==> src/rtl/l2req_arbiter_if.sv <==
// Request/response bundle between the three L2 requesters, the arbiter and the L2 port.
// master: arbiter side; slave: requesters, L2 and credit observers.
interface l2req_arbiter_if;
  typedef struct packed {
    logic        valid;
    logic [1:0]  core;
    logic [1:0]  unit;
    logic [1:0]  cmd;
    logic [31:0] addr;
  } l2req_packet_t;

  typedef struct packed {
    logic        valid;
    logic [1:0]  core;
    logic [1:0]  unit;
    logic [31:0] data;
  } l2rsp_packet_t;

  l2req_packet_t icache_l2req_packet;
  logic          icache_l2req_ready;
  l2req_packet_t dcache_l2req_packet;
  logic          dcache_l2req_ready;
  l2req_packet_t stbuf_l2req_packet;
  logic          stbuf_l2req_ready;
  l2req_packet_t l2req_packet;
  logic          l2req_ready;
  l2rsp_packet_t l2rsp_packet;
  logic [3:0]    outstanding_count;
  logic          idle;

  modport master (
    input  icache_l2req_packet, dcache_l2req_packet, stbuf_l2req_packet,
    input  l2req_ready, l2rsp_packet,
    output icache_l2req_ready, dcache_l2req_ready, stbuf_l2req_ready,
    output l2req_packet, outstanding_count, idle
  );

  modport slave (
    output icache_l2req_packet, dcache_l2req_packet, stbuf_l2req_packet,
    output l2req_ready, l2rsp_packet,
    input  icache_l2req_ready, dcache_l2req_ready, stbuf_l2req_ready,
    input  l2req_packet, outstanding_count, idle
  );
endinterface

==> src/rtl/l2req_arbiter.sv <==
// Three-way L2 request arbiter with a one-entry output stage and per-core credit limit.
// L2REQ_ARB_FIXED_PRIORITY_EN selects fixed priority stbuf > dcache > icache instead of round-robin.
module l2req_arbiter #(
  parameter int CORE_ID         = 0,
  parameter int MAX_OUTSTANDING = 8
) (
  input logic             clk,
  input logic             reset,
  l2req_arbiter_if.master bus
);
  localparam logic [1:0] CORE    = 2'(CORE_ID);
  localparam logic [3:0] MAX_CNT = 4'(MAX_OUTSTANDING);

  logic [3:0] count;
  logic [2:0] req;
  logic [2:0] grant;
  logic       stage_free;
  logic       can_grant;
  logic       rsp_hit;
  logic       inc;
  logic       dec;

  assign req        = {bus.stbuf_l2req_packet.valid,
                       bus.dcache_l2req_packet.valid,
                       bus.icache_l2req_packet.valid};
  // The stage drains and refills on the same edge, so an accepted packet frees it now.
  assign stage_free = !bus.l2req_packet.valid || bus.l2req_ready;
  assign can_grant  = !reset && stage_free && (count < MAX_CNT);

`ifdef L2REQ_ARB_FIXED_PRIORITY_EN
  always_comb begin
    grant = 3'b000;
    if (can_grant) begin
      if (req[2])      grant = 3'b100;
      else if (req[1]) grant = 3'b010;
      else if (req[0]) grant = 3'b001;
    end
  end
`else
  logic [1:0] last;

  always_comb begin
    grant = 3'b000;
    if (can_grant) begin
      case (last)
        2'd0: begin
          if (req[1])      grant = 3'b010;
          else if (req[2]) grant = 3'b100;
          else if (req[0]) grant = 3'b001;
        end
        2'd1: begin
          if (req[2])      grant = 3'b100;
          else if (req[0]) grant = 3'b001;
          else if (req[1]) grant = 3'b010;
        end
        default: begin
          if (req[0])      grant = 3'b001;
          else if (req[1]) grant = 3'b010;
          else if (req[2]) grant = 3'b100;
        end
      endcase
    end
  end

  // Reset to stbuf so that icache is first in line.
  always_ff @(posedge clk or posedge reset) begin
    if (reset) begin
      last <= 2'd2;
    end else if (grant[0]) begin
      last <= 2'd0;
    end else if (grant[1]) begin
      last <= 2'd1;
    end else if (grant[2]) begin
      last <= 2'd2;
    end
  end
`endif

  assign bus.icache_l2req_ready = grant[0];
  assign bus.dcache_l2req_ready = grant[1];
  assign bus.stbuf_l2req_ready  = grant[2];

  always_ff @(posedge clk or posedge reset) begin
    if (reset) begin
      bus.l2req_packet <= '0;
    end else if (|grant) begin
      if (grant[0])      bus.l2req_packet <= bus.icache_l2req_packet;
      else if (grant[1]) bus.l2req_packet <= bus.dcache_l2req_packet;
      else               bus.l2req_packet <= bus.stbuf_l2req_packet;
      bus.l2req_packet.valid <= 1'b1;
      bus.l2req_packet.core  <= CORE;
    end else if (stage_free) begin
      bus.l2req_packet.valid <= 1'b0;
    end
  end

  assign rsp_hit = bus.l2rsp_packet.valid && (bus.l2rsp_packet.core == CORE);
  assign inc     = |grant;
  assign dec     = rsp_hit && (count != 4'd0);

  always_ff @(posedge clk or posedge reset) begin
    if (reset) begin
      count <= 4'd0;
    end else if (inc && !dec) begin
      count <= count + 4'd1;
    end else if (dec && !inc) begin
      count <= count - 4'd1;
    end
  end

  a_rsp_underflow: assert property (@(posedge clk) disable iff (reset) !(rsp_hit && count == 4'd0));

  assign bus.outstanding_count = count;
  assign bus.idle              = !bus.l2req_packet.valid && (count == 4'd0);

  logic unused_rsp;
  assign unused_rsp = ^{bus.l2rsp_packet.unit, bus.l2rsp_packet.data};
endmodule

==> src/flat_wrapper.sv <==
// flat-port wrapper written by rule: the top's interface ports become plain ports
module l2req_arbiter_flat 
#(
  parameter int CORE_ID         = 0,
  parameter int MAX_OUTSTANDING = 8
)
  (clk, reset, bus_icache_l2req_packet, bus_dcache_l2req_packet, bus_stbuf_l2req_packet, bus_l2req_ready, bus_l2rsp_packet, bus_icache_l2req_ready, bus_dcache_l2req_ready, bus_stbuf_l2req_ready, bus_l2req_packet, bus_outstanding_count, bus_idle);
  l2req_arbiter_if bus_i ();
  input logic clk;
  input logic reset;
  input wire logic [$bits(bus_i.icache_l2req_packet)-1:0] bus_icache_l2req_packet;
  input wire logic [$bits(bus_i.dcache_l2req_packet)-1:0] bus_dcache_l2req_packet;
  input wire logic [$bits(bus_i.stbuf_l2req_packet)-1:0] bus_stbuf_l2req_packet;
  input wire logic [$bits(bus_i.l2req_ready)-1:0] bus_l2req_ready;
  input wire logic [$bits(bus_i.l2rsp_packet)-1:0] bus_l2rsp_packet;
  output wire logic [$bits(bus_i.icache_l2req_ready)-1:0] bus_icache_l2req_ready;
  output wire logic [$bits(bus_i.dcache_l2req_ready)-1:0] bus_dcache_l2req_ready;
  output wire logic [$bits(bus_i.stbuf_l2req_ready)-1:0] bus_stbuf_l2req_ready;
  output wire logic [$bits(bus_i.l2req_packet)-1:0] bus_l2req_packet;
  output wire logic [$bits(bus_i.outstanding_count)-1:0] bus_outstanding_count;
  output wire logic [$bits(bus_i.idle)-1:0] bus_idle;
  assign bus_i.icache_l2req_packet = bus_icache_l2req_packet;
  assign bus_i.dcache_l2req_packet = bus_dcache_l2req_packet;
  assign bus_i.stbuf_l2req_packet = bus_stbuf_l2req_packet;
  assign bus_i.l2req_ready = bus_l2req_ready;
  assign bus_i.l2rsp_packet = bus_l2rsp_packet;
  assign bus_icache_l2req_ready = bus_i.icache_l2req_ready;
  assign bus_dcache_l2req_ready = bus_i.dcache_l2req_ready;
  assign bus_stbuf_l2req_ready = bus_i.stbuf_l2req_ready;
  assign bus_l2req_packet = bus_i.l2req_packet;
  assign bus_outstanding_count = bus_i.outstanding_count;
  assign bus_idle = bus_i.idle;
  l2req_arbiter #(.CORE_ID(CORE_ID), .MAX_OUTSTANDING(MAX_OUTSTANDING)) u_core (.clk(clk), .reset(reset), .bus(bus_i));
endmodule
==> config.mk <==
export PLATFORM = sky130hd
export DESIGN_NAME = l2req_arbiter_flat
export DESIGN_NICKNAME = d
export VERILOG_FILES = /design/src/rtl/l2req_arbiter_if.sv /design/src/rtl/l2req_arbiter.sv /design/src/flat_wrapper.sv
export SDC_FILE = /design/constraint.sdc
export NUM_CORES = 1
export LEC_CHECK = 0
export CAP_MARGIN = 20
export CORE_MARGIN = 2
export CORE_UTILIZATION = 36
export CTS_BUF_LIST = sky130_fd_sc_hd__clkbuf_4
export CTS_CLUSTER_DIAMETER = 120
export DETAILED_ROUTE_END_ITERATION = 6
export PLACE_DENSITY = 0.89
export SLEW_MARGIN = 40
export SYNTH_ARGS = -nofsm -noshare
export SYNTH_HDL_FRONTEND = slang
export SYNTH_SLANG_ARGS = --single-unit
==> constraint.sdc <==
create_clock -name clk -period 4.6 [get_ports clk]
set_input_delay 0.69 -clock clk [delete_from_list [all_inputs] [get_ports clk]]
set_output_delay 0.69 -clock clk [all_outputs]
set_load 0.1 [all_outputs]
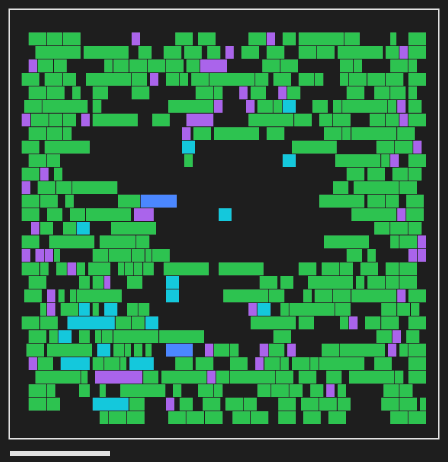
**Above:** sizing map.
The bar under the picture is 20 microns long.
- _6 and larger: blue (cells 2; share 0.53%)
- _2 cells: purple (cells 48; share 13%)
- _0 and _1 cells: green (cells 311; share 82%)
- _3 and _4 cells: cyan (cells 17; share 4.5%)

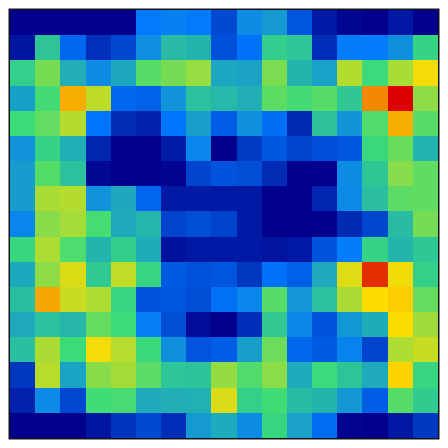
**Above:** signal metal coverage by tile.
The die is cut into 17 by 17 equal tiles; dark blue is low, red is high, scaled to the fullest tile. Values are wire area over tile area, all layers added.
- fullest tile: 0.54
- nearly empty tiles: 9.7%
- mean over tiles: 0.18
- tiles over half the peak: 25%
- emptiest ninth of the die: center

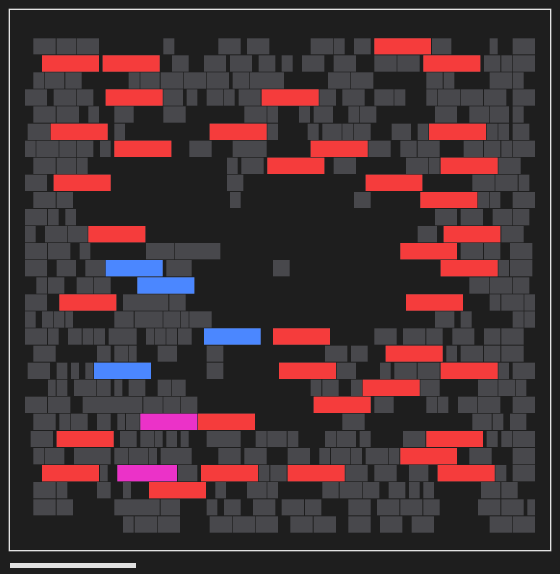
**Above:** sequential cells colored by netlist name.
The bar under the picture is 20 microns long. Other cells in gray.
- u_core.bus.l2req_packet: red (flops 37; where all over the die)
- u_core.last: magenta (flops 2)
- u_core.bus.outstanding_count: blue (flops 4; where west)

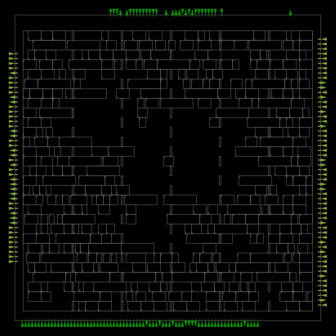
**Above:** cell placement.
Seq cells: 43
post-route insts no fill: 455
# Taps: 77
fill count: 538
Core ar.: 0.00642 sq mm

==> run notes <==
run metrics: status completed, reg2reg end u_core.bus.outstanding_count[3], P_clk 195 uW, Reg2Reg Depth 10, initial antenna violation count 0, sequential share of power 0.213, clock power share 0.059, Syn Std Cell Area around 0.0024 sq mm, crit path DAT 3850 ps, Fmax achieved about 0.28 GHz, post-route minimum period roughly 3600 ps, combinational share of power 0.728, CTS root buffer clkbuf_4, # IOs 204, r2r startpoint u_core.bus.outstanding_count[3], initial drt markers about 67, Via-to-Cell Ratio 5.63, kind of critical path input port to register, Synth Area in Simple Gates 0.0553, asr flop ratio synth 1.00, worst-case vdd ir drop between 500 and 600 uV, TritonCTS clock tree yes, P_comb roughly 2400 uW, final design utilization 0.600, Non-Filler Cell Area, Final between 0.003 and 0.004 sq mm, clk_lat worst skew ~350 ps, TritonCTS buffer count 5, P_sw ~2100 uW, Yosys top cell by area dfrtp_1, area grow syn2layout 59.2%, synthesized flop and latch total 43, # resized after CTS 0, fa+ha+maj area frac 0.0238, Max power group combinational logic, number of global-route vias before repair between 2,000 and 3,000, total clock sinks approximately 43, Log Warnings 66, DRT Wirelength between 8000 and 9000 microns, most common logic cell in the routed design clkdlybuf4s50_1, CP Capture Type register, Final #Nets between 500 and 600, clk buf depth 2, yosys stat chip area 0.00242 sq mm, Top cells excl fill/tap clkdlybuf4s50_1, buf_2, dfrtp_1, a21oi_1, a22oi_1, largest net degree at the start of global routing around 44, CP Max Fanout 37, CP Launch Type input port
final cells by class:
type / count / area, sq um
well taps: 77 / 96.3
fillers: 538 / 2570
repair buffers: 165 / 1440
multi-input cells: 158 / 1160
inverters: 4 / 17.5
clock buffers: 7 / 52.6
flip-flops and latches: 43 / 1080
clock inverters: 1 / 5.00
through the flow:
stage | instances | worst slack (ps) | hold WS, ps
after floorplan | 227 | 1220 | 504
after global placement | 446 | 691 | 506
after detailed placement | 447 | 577 | 510
after CTS | 455 | 982 | 538
after global routing | 455 | 770 | 556
final | 455 | 992 | 533
flip-flops by register name, summed over array words and instances (netlist names):
name                          cells
u_core.bus.outstanding_count      4
u_core.bus.l2req_packet          37
u_core.last                       2
layer usage:
metal  global-route usage  share of wire  up-vias
met3               0.0635          0.096        7
met4               0.0606          0.010        0
met2                0.397           0.51      131
li1                     -              -     1185
met5                    0              0        -
met1                0.248           0.39     1239
worst max-delay path: stages:
cell	delay (ps)
clkdlybuf4s50_1	460
nor2_1	260
o311ai_4	150
inv_2	550
ha_1	300
inv_1	110
ha_1	300
a21o_1	200
a2111oi_0	430
a31oi_1	80
a221o_1	320
how the worst max path moves through the flow:
stage	startpoint	end	slack [ps]	cells past startpoint
after floorplan	u_core.bus.outstanding_count[1]	bus_idle	1220	2
after global placement	bus_icache_l2req_packet[38]	u_core.bus.outstanding_count[3]	690	10
after detailed placement	reset	u_core.bus.outstanding_count[3]	580	11
after CTS	reset	u_core.bus.outstanding_count[3]	980	11
after global routing	reset	u_core.bus.outstanding_count[3]	770	11
final	reset	u_core.bus.outstanding_count[3]	990	11
No activity file was given, so power comes from the tool's default toggle rates.
